run_1/density.png
The bar under the picture is 20 µm long. The die is cut into 11 by 11 equal tiles; black is low, pale yellow is high, 0 to 100% covered.
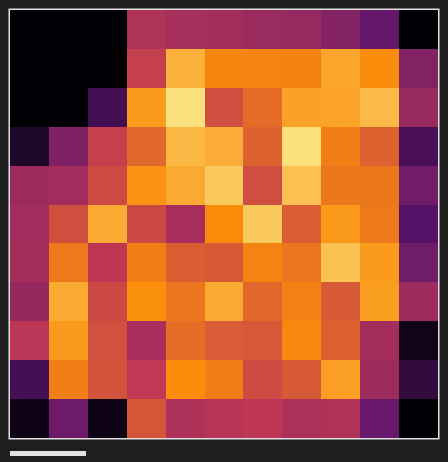
run_1/final_congestion.png
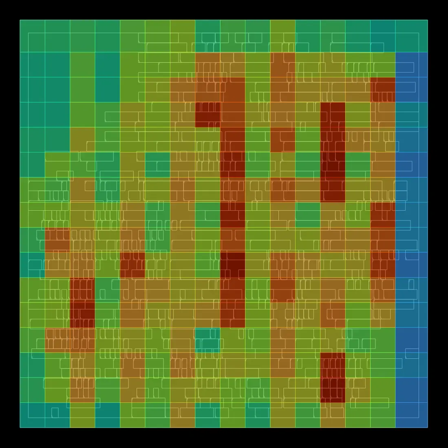
run_1/met2.png
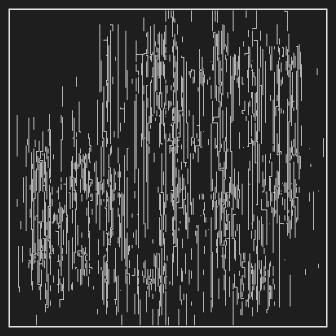
**src/rtl/conv_pkg.sv**
```systemverilog
// Shared types for the convolution engine egress path: kernel position flags,
// the buffered egress beat, error bit indices and framing FSM states.
package conv_pkg;

  localparam int PIXEL_W      = 8;
  localparam int EGRESS_ERR_W = 3;

  typedef logic [PIXEL_W-1:0] pixel_t;

  // Border flags of the kernel centre: first row, last row, first col, last col.
  typedef struct packed {
    logic n2;
    logic s2;
    logic w2;
    logic e2;
  } kernel_pos_t;

  typedef struct packed {
    logic   sof;
    logic   eol;
    logic   eof;
    pixel_t dat;
  } egress_beat_t;

  typedef enum logic [1:0] {
    ERR_OVERFLOW     = 2'd0,
    ERR_SOF_IN_FRAME = 2'd1,
    ERR_LEN_MISMATCH = 2'd2
  } egress_err_t;

  typedef enum logic [1:0] {
    ST_IDLE   = 2'd0,
    ST_FRAME0 = 2'd1,
    ST_FRAMEN = 2'd2
  } egress_state_t;

  function automatic egress_beat_t encode_beat(kernel_pos_t pos, pixel_t dat);
    egress_beat_t b;
    b.sof = pos.n2 & pos.w2;
    b.eol = pos.e2;
    b.eof = pos.e2 & pos.s2;
    b.dat = dat;
    return b;
  endfunction

endpackage

```
**src/rtl/conv_egress_fifo.sv**
```systemverilog
// Synchronous FIFO with combinational head read; a push when full is only
// accepted if a pop happens in the same cycle, otherwise the beat is discarded.
module conv_egress_fifo #(
  parameter int DEPTH = 8,
  parameter int W     = 8
) (
  input  logic                     clk,
  input  logic                     arst_n,
  input  logic                     push_i,
  input  logic                     pop_i,
  input  logic [W-1:0]             wdata_i,
  output logic [W-1:0]             rdata_o,
  output logic                     full_o,
  output logic                     empty_o,
  output logic [$clog2(DEPTH):0]   count_o
);

  localparam int AW = $clog2(DEPTH);
  localparam int CW = AW + 1;

  logic [W-1:0]  mem_q [DEPTH];
  logic [AW-1:0] wr_ptr_q, wr_ptr_d;
  logic [AW-1:0] rd_ptr_q, rd_ptr_d;
  logic [CW-1:0] count_q, count_d;
  logic          do_push, do_pop;

  assign full_o  = (count_q == CW'(DEPTH));
  assign empty_o = (count_q == '0);
  assign count_o = count_q;
  assign rdata_o = mem_q[rd_ptr_q];

  assign do_pop  = pop_i & ~empty_o;
  assign do_push = push_i & (~full_o | do_pop);

  always_comb begin
    wr_ptr_d = do_push ? wr_ptr_q + AW'(1) : wr_ptr_q;
    rd_ptr_d = do_pop  ? rd_ptr_q + AW'(1) : rd_ptr_q;
    count_d  = count_q;
    if (do_push && !do_pop)      count_d = count_q + CW'(1);
    else if (!do_push && do_pop) count_d = count_q - CW'(1);
  end

  always_ff @(posedge clk or negedge arst_n) begin
    if (!arst_n) begin
      wr_ptr_q <= '0;
      rd_ptr_q <= '0;
      count_q  <= '0;
    end else begin
      wr_ptr_q <= wr_ptr_d;
      rd_ptr_q <= rd_ptr_d;
      count_q  <= count_d;
    end
  end

  // Storage carries no reset: contents are meaningless while count is zero.
  always_ff @(posedge clk) begin
    if (do_push) mem_q[wr_ptr_q] <= wdata_i;
  end

endmodule

```
**src/rtl/conv_egress.sv**
```systemverilog
// AXI4-Stream egress of the convolution engine: encodes SOF/EOL/EOF from kernel
// position, buffers beats against back-pressure and checks frame geometry.
module conv_egress
  import conv_pkg::*;
#(
  parameter int DEPTH    = 8,
  parameter int AF_SLACK = 4,
  parameter int CNT_W    = 12
) (
  input  logic                        clk,
  input  logic                        arst_n,
  input  logic                        res_vld_i,
  input  logic [$bits(kernel_pos_t)-1:0] res_pos_i,
  input  logic [PIXEL_W-1:0]          res_data_i,
  output logic                        cntrl_rdy_o,
  output logic                        m_tvalid_o,
  output logic [PIXEL_W-1:0]          m_tdata_o,
  output logic                        m_tuser_o,
  output logic                        m_tlast_o,
  input  logic                        m_tready_i,
  output logic                        frame_done_o,
  output logic [EGRESS_ERR_W-1:0]     err_o,
  input  logic                        err_clr_i
);

  localparam int CW = $clog2(DEPTH) + 1;

  egress_beat_t  in_beat, head_beat;
  logic [$bits(egress_beat_t)-1:0] head_raw;
  logic          fifo_full, fifo_empty, pop, acc, drop;
  logic [CW-1:0] count, count_next;

  egress_state_t            state_q;
  logic [CNT_W-1:0]         col_q, width_q, col_inc;
  logic                     rdy_q;
  logic [EGRESS_ERR_W-1:0]  err_q, err_set;

  assign in_beat = encode_beat(kernel_pos_t'(res_pos_i), res_data_i);

  conv_egress_fifo #(
    .DEPTH (DEPTH),
    .W     ($bits(egress_beat_t))
  ) u_fifo (
    .clk     (clk),
    .arst_n  (arst_n),
    .push_i  (res_vld_i),
    .pop_i   (pop),
    .wdata_i (in_beat),
    .rdata_o (head_raw),
    .full_o  (fifo_full),
    .empty_o (fifo_empty),
    .count_o (count)
  );

  assign head_beat    = egress_beat_t'(head_raw);
  assign m_tvalid_o   = ~fifo_empty;
  assign pop          = m_tvalid_o & m_tready_i;
  assign m_tdata_o    = head_beat.dat;
  assign m_tuser_o    = m_tvalid_o & head_beat.sof;
  assign m_tlast_o    = m_tvalid_o & head_beat.eol;
  assign frame_done_o = pop & head_beat.eof;

  assign drop = res_vld_i & fifo_full & ~pop;
  assign acc  = res_vld_i & ~drop;

  always_comb begin
    count_next = count;
    if (acc && !pop)      count_next = count + CW'(1);
    else if (!acc && pop) count_next = count - CW'(1);
  end

  assign col_inc = col_q + CNT_W'(1);

  always_comb begin
    err_set = '0;
    err_set[ERR_OVERFLOW] = drop;
    if (acc && in_beat.sof && state_q != ST_IDLE)
      err_set[ERR_SOF_IN_FRAME] = 1'b1;
    if (acc && !in_beat.sof && state_q == ST_FRAMEN && in_beat.eol && col_inc != width_q)
      err_set[ERR_LEN_MISMATCH] = 1'b1;
  end

  assign cntrl_rdy_o = rdy_q;
  assign err_o       = err_q;

  // A new error outranks a coincident clear so no event is ever lost.
  always_ff @(posedge clk or negedge arst_n) begin
    if (!arst_n) begin
      rdy_q <= 1'b1;
      err_q <= '0;
    end else begin
      rdy_q <= (count_next <= CW'(DEPTH - AF_SLACK));
      err_q <= (err_clr_i ? '0 : err_q) | err_set;
    end
  end

  always_ff @(posedge clk or negedge arst_n) begin
    if (!arst_n) begin
      state_q <= ST_IDLE;
      col_q   <= '0;
      width_q <= '0;
    end else if (acc) begin
      if (in_beat.sof) begin
        if (in_beat.eol) begin
          width_q <= CNT_W'(1);
          col_q   <= '0;
          state_q <= in_beat.eof ? ST_IDLE : ST_FRAMEN;
        end else begin
          col_q   <= CNT_W'(1);
          state_q <= ST_FRAME0;
        end
      end else begin
        unique case (state_q)
          ST_FRAME0: begin
            if (in_beat.eol) begin
              width_q <= col_inc;
              col_q   <= '0;
              state_q <= in_beat.eof ? ST_IDLE : ST_FRAMEN;
            end else begin
              col_q <= col_inc;
            end
          end
          ST_FRAMEN: begin
            if (in_beat.eol) begin
              col_q <= '0;
              if (in_beat.eof) state_q <= ST_IDLE;
            end else begin
              col_q <= col_inc;
            end
          end
          default: ;
        endcase
      end
    end
  end

endmodule
```
**config.mk**
```make
export PLATFORM = sky130hd
export DESIGN_NAME = conv_egress
export DESIGN_NICKNAME = d
export VERILOG_FILES = /design/src/rtl/conv_pkg.sv /design/src/rtl/conv_egress_fifo.sv /design/src/rtl/conv_egress.sv
export SDC_FILE = /design/constraint.sdc
export NUM_CORES = 1
export LEC_CHECK = 0
export ABC_AREA = 1
export CORE_MARGIN = 2
export CORE_UTILIZATION = 50
export CTS_CLUSTER_SIZE = 30
export DETAILED_ROUTE_END_ITERATION = 12
export PLACE_DENSITY = 0.68
export SLEW_MARGIN = 20
export SYNTH_ARGS = -nofsm -noshare
export SYNTH_HDL_FRONTEND = slang
export SYNTH_SLANG_ARGS = --single-unit
export TNS_END_PERCENT = 50
```
**constraint.sdc**
```tcl
create_clock -name clk -period 5.7 [get_ports clk]
set_input_delay 1.14 -clock clk [delete_from_list [all_inputs] [get_ports clk]]
set_output_delay 1.14 -clock clk [all_outputs]
set_load 0.03 [all_outputs]
```
==> run summary, run 1 <==
This note records the results obtained with Yosys and OpenROAD.

Placement
The weighted congestion reported at the end of routability-driven placement is 0.918. In this run the cell area measured after placement is 0.00632 mm². The post-placement worst setup slack is 1750 ps.

Note, the detailed placer reported a final HPWL of 7820 µm. In this run the tool buffered the top-level ports with 32 buffer cells.

Yosys
When the netlist entered floorplanning its net count stood at 603. The share of synthesized cell area in and, or, nand and nor gates is 17.4%. The register bit count reported by yosys is 128. The synthesized design contains 88 enable-type register cells. For reference, the top logic cell family by area is simple AND/OR/NAND/NOR gates. The post-synthesis async set-or-reset flop share is 31.3%. The unique cell type count in the Yosys netlist is 39. Measured against the total synthesized area, the mux share comes to 0%. Among all flip-flop cells after synthesis, the most frequent one is edfxtp_1. The yosys stat chip area is 0.00587 mm². By count the netlist is led by nor2_1 (107), nand2_1 (96), edfxtp_1 (88), o21ai_0 (63), dfrtp_1 (39).

In the Yosys report the total cell count is 576. The gate count of the mapped netlist is 576. The synthesized design spends more area on one cell type than any other, namely edfxtp_1.

The leading cell type by number of instances after synthesis is nor2_1. The number of warnings issued by yosys is 0. The average instance in the mapped netlist occupies 10.2 µm². By area the synthesized netlist is led by edfxtp_1 (45%), dfrtp_1 (17%), nor2_1 (6.8%), nand2_1 (6.1%), o21ai_0 (5.4%). For reference, full adder, half adder and majority cells occupy 2.13% of the area reported after synthesis. The area of the mapped netlist is 0.00587 mm². The portion of the post-synthesis area used by sequential elements is 62.1%. For reference, XOR and XNOR gates occupy 2.17% of the area reported after synthesis.

Flow run
The tally of max-capacitance violations is 0. OpenROAD emitted warnings numbering 30.

GRT
The wire length of the first global-routing pass is 20100 µm. The number of antenna violations at the first check in global routing was 0. The largest net degree at the start of global routing is 46.

The number of global-route vias before repair is 4057. Recorded from the global router log, the overflow total was 0.

Layout
The area occupied by registers is 0.00364 mm². The clock buffer count is 20. The largest registers in the layout are u_fifo.mem_q (88), col_q (12), width_q (12). The count of fill cells added during filler insertion is 962. The number of sequential storage elements is 128. The combined area of the multi-input logic cells is 0.00197 mm². The total number of nets in the final design is 640. The fraction of area in registers is 53.2%.

Counting the inverters off the clock network in the layout gives 43. The total non-filler cell area in the finished layout is 0.00685 mm². The relative area change from synthesis to final layout is 16.7%. The antenna cell count is 0.

The area-dominant cell class after layout is registers. The layout cell share with drive strength beyond 1 is 10.4%. Clock cells make up 7.76% of the layout cell area. Per the layout report, the design carries 39 non-clock buffers. The register with the most flip-flops in the layout has 88 of them. The register name with the most flops is u_fifo.mem_q. The combinational fraction of the cell area is 28.7%.

Routing
The ratio of routed vias to standard cells is 5.46. In the final routed layout, each cell accounts on average for 16.2 µm. The number of iterations in the first detailed-routing pass is 5.

The number of remaining DRC errors is 0. The DRC marker count from the first detailed-route iteration is 338. Nets still carrying antenna violations after routing amount to 0.

Setup path
The type of element launching the critical path is a register. The family with the most delay on the worst path is buffers and inverters. Walking the worst path, the cells encountered are inv_1 -> nor2_1 -> o21ai_0 -> a31oi_1 -> clkdlybuf4s50_1. Together, buffers and inverters on the worst path number 2. The data required time of the worst path is 4560 ps. STA classifies the critical path endpoint as an output pin. The largest fanout on the critical path is 24.

At the worst endpoint, the arrival time is 3280 ps. The peak per-stage delay on the critical path is 890 ps. The type of the worst setup path is reg2out.

The slowest library cell on the worst path is dfrtp_1.

Die
The die boundary width is 112 µm. The top-level port count is 33. The total die area is 0.0126 mm². The floorplan report lists the tap cell count as 143. The initialized floorplan defines 39 standard-cell rows.

Power
The flow reports power dissipated in sequential cells as 1.29 mW. The peak supply drop is 330 µV. The static leakage is 2.62 nW. The internal power component is 2.24 mW.

The power density over the cells is 518 mW/mm². Per the breakdown, switching nets consume 37.0% of all power. The flow reports that the clock network draws 27.1% of the design power.

The total power consumption of the routed design is 3.55 mW. Combinational cells consume a total of 1.30 mW. The group that draws the most power in this run is combinational logic. The total net switching power is 1.32 mW.

The share of total power dissipated in sequential elements is 36.4%.

Timing
The relative slew slack is 22.3%. The count of final setup violators is 0. The final hold slack is 480 ps. The clock arrives with 4.99 ps of skew. Setup total negative slack on the finished layout was measured at 0 ps. The hold violation count in the final report is 0. The number of max-slew violations in the final report is 0. Setup repair after global routing left no endpoint under its margin. The final setup slack of the worst path is 1280 ps. The maximum achievable frequency is 226 MHz. After layout, the minimum clock period comes to 4420 ps. The slew at the pin closest to its max-slew limit is 1160 ps.

The final worst-path cycle share is 77.5%.

Clocking
The number of clock buffers added by TritonCTS is 17. Once the clock tree was built, the resizer swapped 0 gates to a different size. CTS reports a maximum clock tree buffer depth of 2. The number of setup buffers added after CTS is 0. Looking at the worst setup and hold paths, the clock pins of their registers show a slew of 50 ps. The total clock sinks is 128. The H-tree depth reported by CTS is 4. Per the CTS log, the root buffer master is clkbuf_16. After clock tree synthesis, the flow added hold-fix buffers numbering 0. The clock tree from TritonCTS is built.

The clock latency of the later-clocked register in the worst-skew pair is 410 ps.

Status
The flow ran to the end, and the final reports show no timing, DRC or antenna violations.

Hold path
The worst min-delay path category is reg2reg.
Notes on density.png above:
8.3% of the tiles are nearly empty. The fullest tile reaches 94%. 22% of the tiles are over 75% full.
initial cell density of the core: 51.4%
post-layout utilization of the core: 60.0%
placeable core region: 0.0114 mm²

Notes on final_congestion.png above:
combined global-route utilization of all metal layers: 20.6%
met2 layer usage reported by global route: 34.4%
met3 routing resource usage after global routing: 5.51%
M1 GR Usage: 25.7%

Notes on met2.png above:
The layer carries 6220 µm of wire. The layer holds 50% of the routed length.
wirelength, routed: 12400 µm
routed via count: 4202

==> run 1: worst register-to-register path, delay by kind of cell, from the launching register on <==
kind	cells	cell delay, ps
and+or+nand+nor	4	1540
buffers and inverters	1	120
AOI/OAI and AO/OA	1	350
DFF	1	430
adders and majority gates	1	280
==> run 1: metrics by stage <==
stage	instances	utilization (%)
after floorplan	576	-
after global placement	737	55.3
after detailed placement	737	55.3
after CTS	769	60.0
after global routing	769	60.0
final	769	60.0
==> run 1: cells in the final DEF (no fill, tap or decap), drive strengths merged, types with 4 or more instances in the layout <==
master / n
nand2: 98
buf: 8
clkinv: 10
edfxtp: 88
nor2: 111
dfrtp: 39
clkbuf: 20
xor2: 8
xnor2: 4
a31oi: 11
o21ai: 74
o22ai: 22
ha: 10
inv: 42
clkdlybuf4s50: 31
nand3: 30
==> run 1: layer usage <==
layer	up-vias	GRT usage [%]	wire (µm)
met2	96	34.4	6220
met5	-	0	0
met1	2035	25.7	5520
met4	0	8.05	225
li1	2054	-	-
met3	17	5.51	457
==> run 1: worst paths after layout <==
check | slack [ps] | to | startpoint | cells after the start
setup / recovery | 1280 | m_tdata_o[0] | u_fifo.rd_ptr_q[1]$_DFFE_PN0P_ | 5
hold / removal | 480 | width_q[6]$_DFFE_PN0P_ | width_q[6]$_DFFE_PN0P_ | 2
setup reg to reg | 2880 | col_q[2]$_DFFE_PN0P_ | u_fifo.count_o[0]$_DFFE_PN0P_ | 7
hold reg to reg | 480 | width_q[6]$_DFFE_PN0P_ | width_q[6]$_DFFE_PN0P_ | 2
max in group asynchronous | 4260 | u_fifo.wr_ptr_q[0]$_DFFE_PN0P_ | arst_n | 1
min in group asynchronous | 880 | col_q[10]$_DFFE_PN0P_ | arst_n | 1
run_1/wire_density.png
The bar under the picture is 20 µm long. The die is cut into 22 by 22 equal tiles; black is low, pale yellow is high, scaled to the fullest tile. Values are wire area over tile area, all layers added.
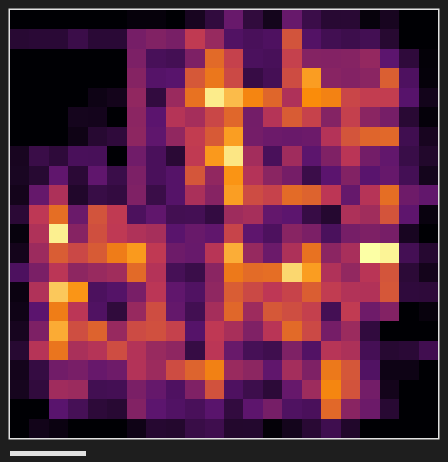

## Run 2: what changed since run 1
==> constraint.sdc (replaced) <==
create_clock -name clk -period 4.5 [get_ports clk]
set_input_delay 0.9 -clock clk [delete_from_list [all_inputs] [get_ports clk]]
set_output_delay 0.9 -clock clk [all_outputs]
set_load 0.03 [all_outputs]
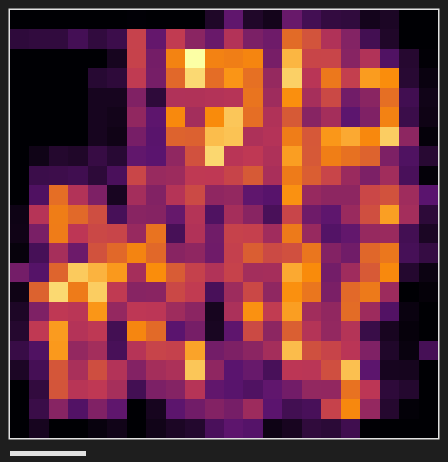
run_2/wire_density.png
The bar under the picture is 20 µm long. The die is cut into 22 by 22 equal tiles; black is low, pale yellow is high, scaled to the fullest tile. Values are wire area over tile area, all layers added.
The fullest tile reaches 0.43. The emptiest ninth of the die: upper left. 30% of the tiles are over half the peak. The mean over all tiles is 0.15.
routed via count: 4134
Wirelength per Cell: 15.8 µm
combined global-route utilization of all metal layers: 20.7%
wirelength, routed: 12200 µm

==> run summary, run 2 <==
This note records the results obtained with Yosys and OpenROAD.

Yosys
The number of cells in Yosys stat is 576. The synthesized netlist devotes 2.17% of its cell area to XOR and XNOR gates. Counting flops with a built-in enable in the synthesized netlist gives 88. The leading cell type by number of instances after synthesis is nor2_1.

The net count after synthesis is 603. Yosys printed 0 warnings. In the synthesized netlist the async set-or-reset flop fraction comes to 31.3%.

Summing the areas of all fa, ha and maj instances in the mapped netlist gives 2.13% of the synthesized area. By area the synthesized netlist is led by edfxtp_1 (45%), dfrtp_1 (17%), nor2_1 (6.8%), nand2_1 (6.1%), o21ai_0 (5.4%). The yosys stat chip area is 0.00587 mm². The synthesis report names the predominant flop master as edfxtp_1. In this run, the synthesized area fraction spent on and/or/nand/nor cells is recorded as 17.4%. In the synthesized netlist, the dominant kind of combinational cell is simple AND/OR/NAND/NOR gates. The synthesized design contains 128 register bits. The portion of the post-synthesis area used by sequential elements is 62.1%. The gate count of the mapped netlist is 576. The cell area that synthesis handed to floorplanning was 0.00587 mm².

Clocking
The CTS buffer count is 17. The CTS root buffer is clkbuf_16. The total clock sinks is 128.

The H-tree depth reported by CTS is 4. The post-CTS setup-driven buffer insertion count is 0. Hold repair after CTS inserted 0 buffers. As reported, the later end of the worst-skew pair has a clock insertion delay of 410 ps. The maximum count of clock buffers along a single path is 2.

The clock tree from TritonCTS is built.

Layout
The largest registers in the layout are u_fifo.mem_q (88), col_q (12), width_q (12). Per the run report, area growth between synthesis and finish was 18.1%. The layout cell share with drive strength beyond 1 is 10.9%. Ranking logic cells in the layout by count gives the top entries nor2_1 (107), nand2_1 (96), edfxtp_1 (88). The count of cells in the finished layout, fillers not included, comes to 774. The register with the most flip-flops in the layout has 88 of them.

The antenna cell count is 0. By instance count after routing, the leading logic cell type is nor2_1. The register with the most flip-flops in the final layout is u_fifo.mem_q.

The total non-filler cell area in the finished layout is 0.00694 mm².

Timing
The final setup slack of the worst path is 720 ps. Clock skew on the completed layout was measured at 5.01 ps. The hold violation count in the final report is 0. On the final layout, the worst hold slack is 476 ps.

GRT
The first global-routing pass estimated 20100 µm of wire. The number of global-route vias before repair is 4046. The number of antenna violations at the first check in global routing was 0. The largest net degree at the start of global routing is 46.

Setup path
The data required time of the worst path is 3600 ps. The report lists the cells along the critical path as inv_1 -> o21ai_0 -> o22ai_1 -> nor2_1 -> a31oi_1 -> clkdlybuf4s50_1. Looking at the critical path, the highest net fanout was 23.

Per the post-run analysis, buffers plus inverters along the critical path come to 2. The family with the most delay on the worst path is buffers and inverters. Among all stages on the critical path, the maximum delay recorded is 730 ps.

According to the timing report, the arrival time at the worst endpoint equals 2880 ps. The endpoint kind of the worst setup timing path is an output pin. The slowest library cell on the worst path is clkdlybuf4s50_1. The worst setup path is launched from a register.

Routing
In the routed design, unresolved DRC markers number 0. After detailed routing, the number of vias per cell comes to 5.34. In the log, the iteration count for the first detailed-route pass is 5. Per the log, the first TritonRoute iteration ended with a DRC count of 299. The number of nets with antenna violations after routing is 0.

Hold path
The most critical min-delay path falls under reg2reg.

Placement
As logged by OpenROAD, the buffers inserted on ports number 32. STA on the placed design reports a worst setup slack of 1060 ps. The sum of net half-perimeters after detailed placement is 7660 µm. The placed instances occupy a cell area of 0.00636 mm².

Flow run
The number of warning messages in the logs is 30. The tally of max-capacitance violations is 0.

Power
The power density over the cells is 666 mW/mm². The leakage power in the latest report is 2.68 nW. The peak supply drop is 552 µV.

Die
The top-level port count is 33. The floorplan core area is 0.0114 mm². The total die area is 0.0126 mm².

Status
The flow ran to the end, and the final reports show no timing, DRC or antenna violations.
[run 2: final timing paths]
kind	slack [ps]	cells past startpoint	start	end
max	720	6	u_fifo.rd_ptr_q[1]$_DFFE_PN0P_	m_tdata_o[0]
min	480	2	err_o[2]$_DFF_PN0_	err_o[2]$_DFF_PN0_
max reg2reg	1910	7	u_fifo.count_o[0]$_DFFE_PN0P_	u_fifo.mem_q[0][1]$_DFFE_PP_
min reg2reg	480	2	err_o[2]$_DFF_PN0_	err_o[2]$_DFF_PN0_
max in group asynchronous	3290	1	arst_n	width_q[2]$_DFFE_PN0P_
min in group asynchronous	630	1	arst_n	col_q[7]$_DFFE_PN0P_
[run 2: where the power goes]
| part | total (mW) | switching, mW | internal [mW] |
|---|---|---|---|
| combinational | 1.67 | 1.07 | 0.603 |
| sequential | 1.60 | 0.110 | 1.49 |
| clock | 1.34 | 0.480 | 0.862 |
[run 2: metal layers]
metal / vias to the layer above / GRT usage (%) / share of wire (%)
li1: 2058 / - / -
met1: 1970 / 26.1 / 43
met2: 97 / 34.0 / 50
met3: 9 / 4.54 / 5.1
met4: 0 / 10.4 / 1.3
met5: - / 0 / 0
[run 2: kinds of logic (layout without fill, tap and decap cells)]
| kind of cell | count (synthesis) | after routing |
|---|---|---|
| AOI/OAI and AO/OA | 115 | 115 |
| xor gates and xnor gates | 13 | 13 |
| adders and majority gates | 10 | 10 |
| buffers and inverters | 64 | 119 |
| DFF | 128 | 128 |
| and+or+nand+nor | 246 | 246 |
[run 2: layout make-up]
type,instances,area share (%)
repair buffers,45,5.92
clock inverters,11,2.04
clock buffers,20,6.30
inverters,43,2.33
flip-flops and latches,128,52.6
multi-input cells,384,28.3
well taps,143,2.58
run_2/final_congestion.png
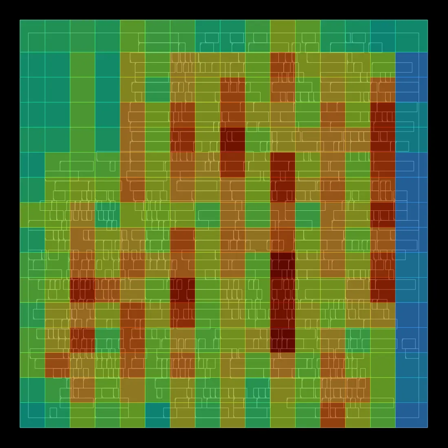

## Run 3: what changed since run 2
==> constraint.sdc (replaced) <==
create_clock -name clk -period 3.7 [get_ports clk]
set_input_delay 0.74 -clock clk [delete_from_list [all_inputs] [get_ports clk]]
set_output_delay 0.74 -clock clk [all_outputs]
set_load 0.03 [all_outputs]
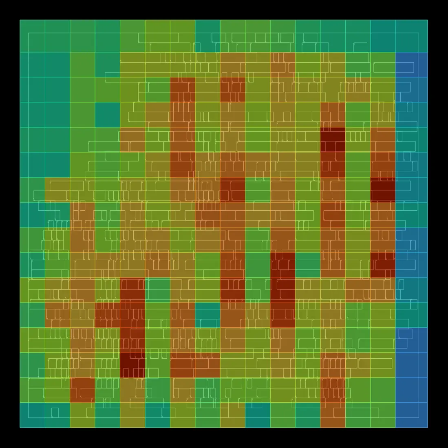
run_3/final_congestion.png
global-route layer with the greatest usage: met2
met2 layer usage reported by global route: 34.2%
combined global-route utilization of all metal layers: 21.1%

==> run summary, run 3 <==
This note records the results obtained with Yosys and OpenROAD.

Clocking
Buffers inserted during clock tree synthesis total 17. The count of hold-fix buffers inserted at cts is 0. After clock tree synthesis, the repair step resized 0 gates. The clock transition at the registers of the reported paths is 60 ps. TritonCTS built the clock tree. The H-tree generated during clock tree synthesis spans 4 levels.

The clock drives 128 sinks. The CTS root buffer is clkbuf_16. The clock latency of the later-clocked register in the worst-skew pair is 410 ps. Counting along the longest clock path gives a buffer depth of 2. Once the clock tree was built, the setup fixing pass inserted 0 buffers.

Layout
In the layout the commonest cells are nor2_1 (107), nand2_1 (96), edfxtp_1 (88). The number of antenna diodes in the final layout is 0. The register with the most flip-flops in the layout has 88 of them. The final layout report lists a filler cell count of 905. The registers reported with the highest flop counts are u_fifo.mem_q (88), col_q (12), width_q (12). The layout cell share with drive strength beyond 1 is 12.2%. The total number of nets in the final design is 647. The register name with the most flops is u_fifo.mem_q.

The relative area change from synthesis to final layout is 19.3%. The most common library cell in the layout ignoring fill and taps is nor2_1.

Yosys
The gate count of the mapped netlist is 576. The synthesis report lists the most area-consuming cells as edfxtp_1 (45%), dfrtp_1 (17%), nor2_1 (6.8%), nand2_1 (6.1%), o21ai_0 (5.4%). nor2_1 is the most common cell in the netlist. During synthesis, Yosys emitted a total of 0 warnings. The number of cells in Yosys stat is 576. The gate-level netlist out of Yosys references 39 unique cell types. The area fraction of the dominant cell type after synthesis is 45.0%. Counting flops and latches in the post-synthesis netlist gives 128. The floorplan net count is 603.

Of all flip-flops after synthesis, the portion carrying an async set or reset was 31.3%. Of all cell types, the one taking the most synthesized area is edfxtp_1. The area of the mapped netlist is 0.00587 mm². The number of enable-type register cells in the synthesized netlist is 88. The commonest register cell after synthesis is edfxtp_1. Yosys reports that the most numerous cell types are nor2_1 (107), nand2_1 (96), edfxtp_1 (88), o21ai_0 (63), dfrtp_1 (39). Yosys reports a chip area of 0.00587 mm². The synthesized area per cell is 10.2 µm².

The portion of the post-synthesis area used by sequential elements is 62.1%.

Timing
Setup repair after global routing left no endpoint under its margin. Between clock sinks in the finished design, the worst skew comes to 7.38 ps. The final hold slack is 474 ps. The final timing report lists a hold violation count of 0. The final worst-path cycle share is 91.1%. The final setup slack of the worst path is 330 ps.

The slew at the pin closest to its max-slew limit is 931 ps. The worst path in the final design needs a cycle of 3370 ps, including I/O delays and setup. The count of final setup violators is 0.

The final layout reports a setup TNS of 0 ps. The number of max-slew violations in the final report is 0. The maximum achievable frequency is 297 MHz. The relative slew slack is 37.9%.

Die
The row count is 39. The initial utilization of the core area, before any placement, comes to 51.4%. The total die area is 0.0126 mm². In this run the count of I/O pins placed on the die edge is 33. The die boundary width is 112 µm. The total area inside the core boundary comes to 0.0114 mm². The die height is 112 µm.

Setup path
The data required time of the worst path is 2960 ps. The destination of the worst register-to-register timing path is u_fifo.mem_q[3][8]$_DFFE_PP_. The endpoint kind of the worst setup timing path is an output pin. In this run the critical register-to-register path is launched from u_fifo.count_o[0]$_DFFE_PN0P_. The timing startpoint of the critical path is u_fifo.rd_ptr_q[1]$_DFFE_PN0P_. The report shows a maximum critical-path fanout of 12.

The critical path's slowest stage uses the library cell clkdlybuf4s50_1. For reference, the critical path cell chain is inv_1 -> buf_4 -> o21ai_0 -> o22ai_1 -> nor2_1 -> a31oi_1 -> clkdlybuf4s50_1. The reg-to-reg setup timing slack is 1290 ps. The type of element launching the critical path is a register.

For this run, the slowest stage of the critical path takes 720 ps. The type of the worst setup path is reg2out. The timing endpoint of the critical path is m_tdata_o[6].

STA puts the critical path data arrival time at 2630 ps. The depth of the worst register-to-register path is 8.

Routing
Per the detail_route report, vias per standard cell equal 5.39. The number of iterations in the first detailed-routing pass is 5. The number of remaining DRC errors is 0. The mean routed wirelength per cell is 16.1 µm. The final routed wirelength across all metal layers is 12500 µm. The overall via count from detail_route is 4185.

The number of nets with antenna violations after routing is 0. In this run, the number of DRC markers left after iteration 0 of detailed routing was 329.

Status
The run finished with clean final reports.

Flow run
The number of maximum-capacitance violations recorded for the run is 0. Across all stage logs, warnings added up to 30.

GRT
The global-route congestion overflow total is 0. The wire length of the first global-routing pass is 20700 µm. The number of global-route vias before repair is 4172. Entering global routing, the biggest net connects 46 pins. The number of antenna violations at the first check in global routing is 0.

Placement
The post-placement worst setup slack is 552 ps. The weighted congestion reported at the end of routability-driven placement is 0.844. The sum of net half-perimeters after detailed placement is 8070 µm. Input and output buffers added on the ports amount to 32.

Power
Dividing total power by cell area gives a power density of 827 mW/mm². The analysis attributes to cell leakage a power of 2.70 nW. The peak supply drop is 472 µV.

Hold path
The worst min-delay path category is in2async.
==> run 3: cells by family after synthesis <==
family	synth area share, %
buffers and inverters	4.52
and+or+nand+nor	17.4
adders and majority gates	2.13
AOI/OAI and AO/OA	11.7
xor gates and xnor gates	2.17
DFF	62.1
==> run 3: layout make-up <==
| cell class | instances | area [µm²] | area share (%) |
|---|---|---|---|
| Timing Repair Buffer | 46 | 425 | 6.07 |
| Inverter | 43 | 161 | 2.30 |
| Clock buffer | 17 | 425 | 6.07 |
| Sequential cell | 128 | 3640 | 52.0 |
| Tap cell | 143 | 179 | 2.55 |
| Clock inverter | 15 | 210 | 3.00 |
| Multi-Input combinational cell | 384 | 1960 | 28.0 |
==> run 3: where the power goes <==
part / leakage, nW / total, mW / internal (mW) / switching, mW
logic: 1.09 / 2.08 / 0.746 / 1.34
registers: 1.32 / 1.94 / 1.81 / 0.132
clock network: 0.286 / 1.77 / 1.13 / 0.638
==> run 3: critical path, delay by kind of cell (launching register included) <==
family / cells / cell delay (ps)
compound gates: 3 / 470
flops: 1 / 370
simple gates: 1 / 70
buf+inv: 3 / 1300
==> run 3: stage by stage <==
step | util (%) | std cells | power [mW] | area, µm²
2_1_floorplan | - | 576 | 3.37 | 5870
3_3_place_gp | 55.8 | 744 | 4.01 | 6370
3_5_place_dp | 55.8 | 744 | 4.06 | 6370
4_1_cts | 61.4 | 776 | 5.85 | 7010
5_1_grt | 61.4 | 776 | 6.13 | 7010
6_report | 61.4 | 776 | 5.80 | 7010
==> run 3: layer usage <==
metal	global-route usage (%)	wire, µm
met5	0	0
met4	7.24	201
met3	5.02	492
met2	34.2	6180
met1	28.2	5600
Power figures rest on the tool's default switching activity, not on a simulated workload.
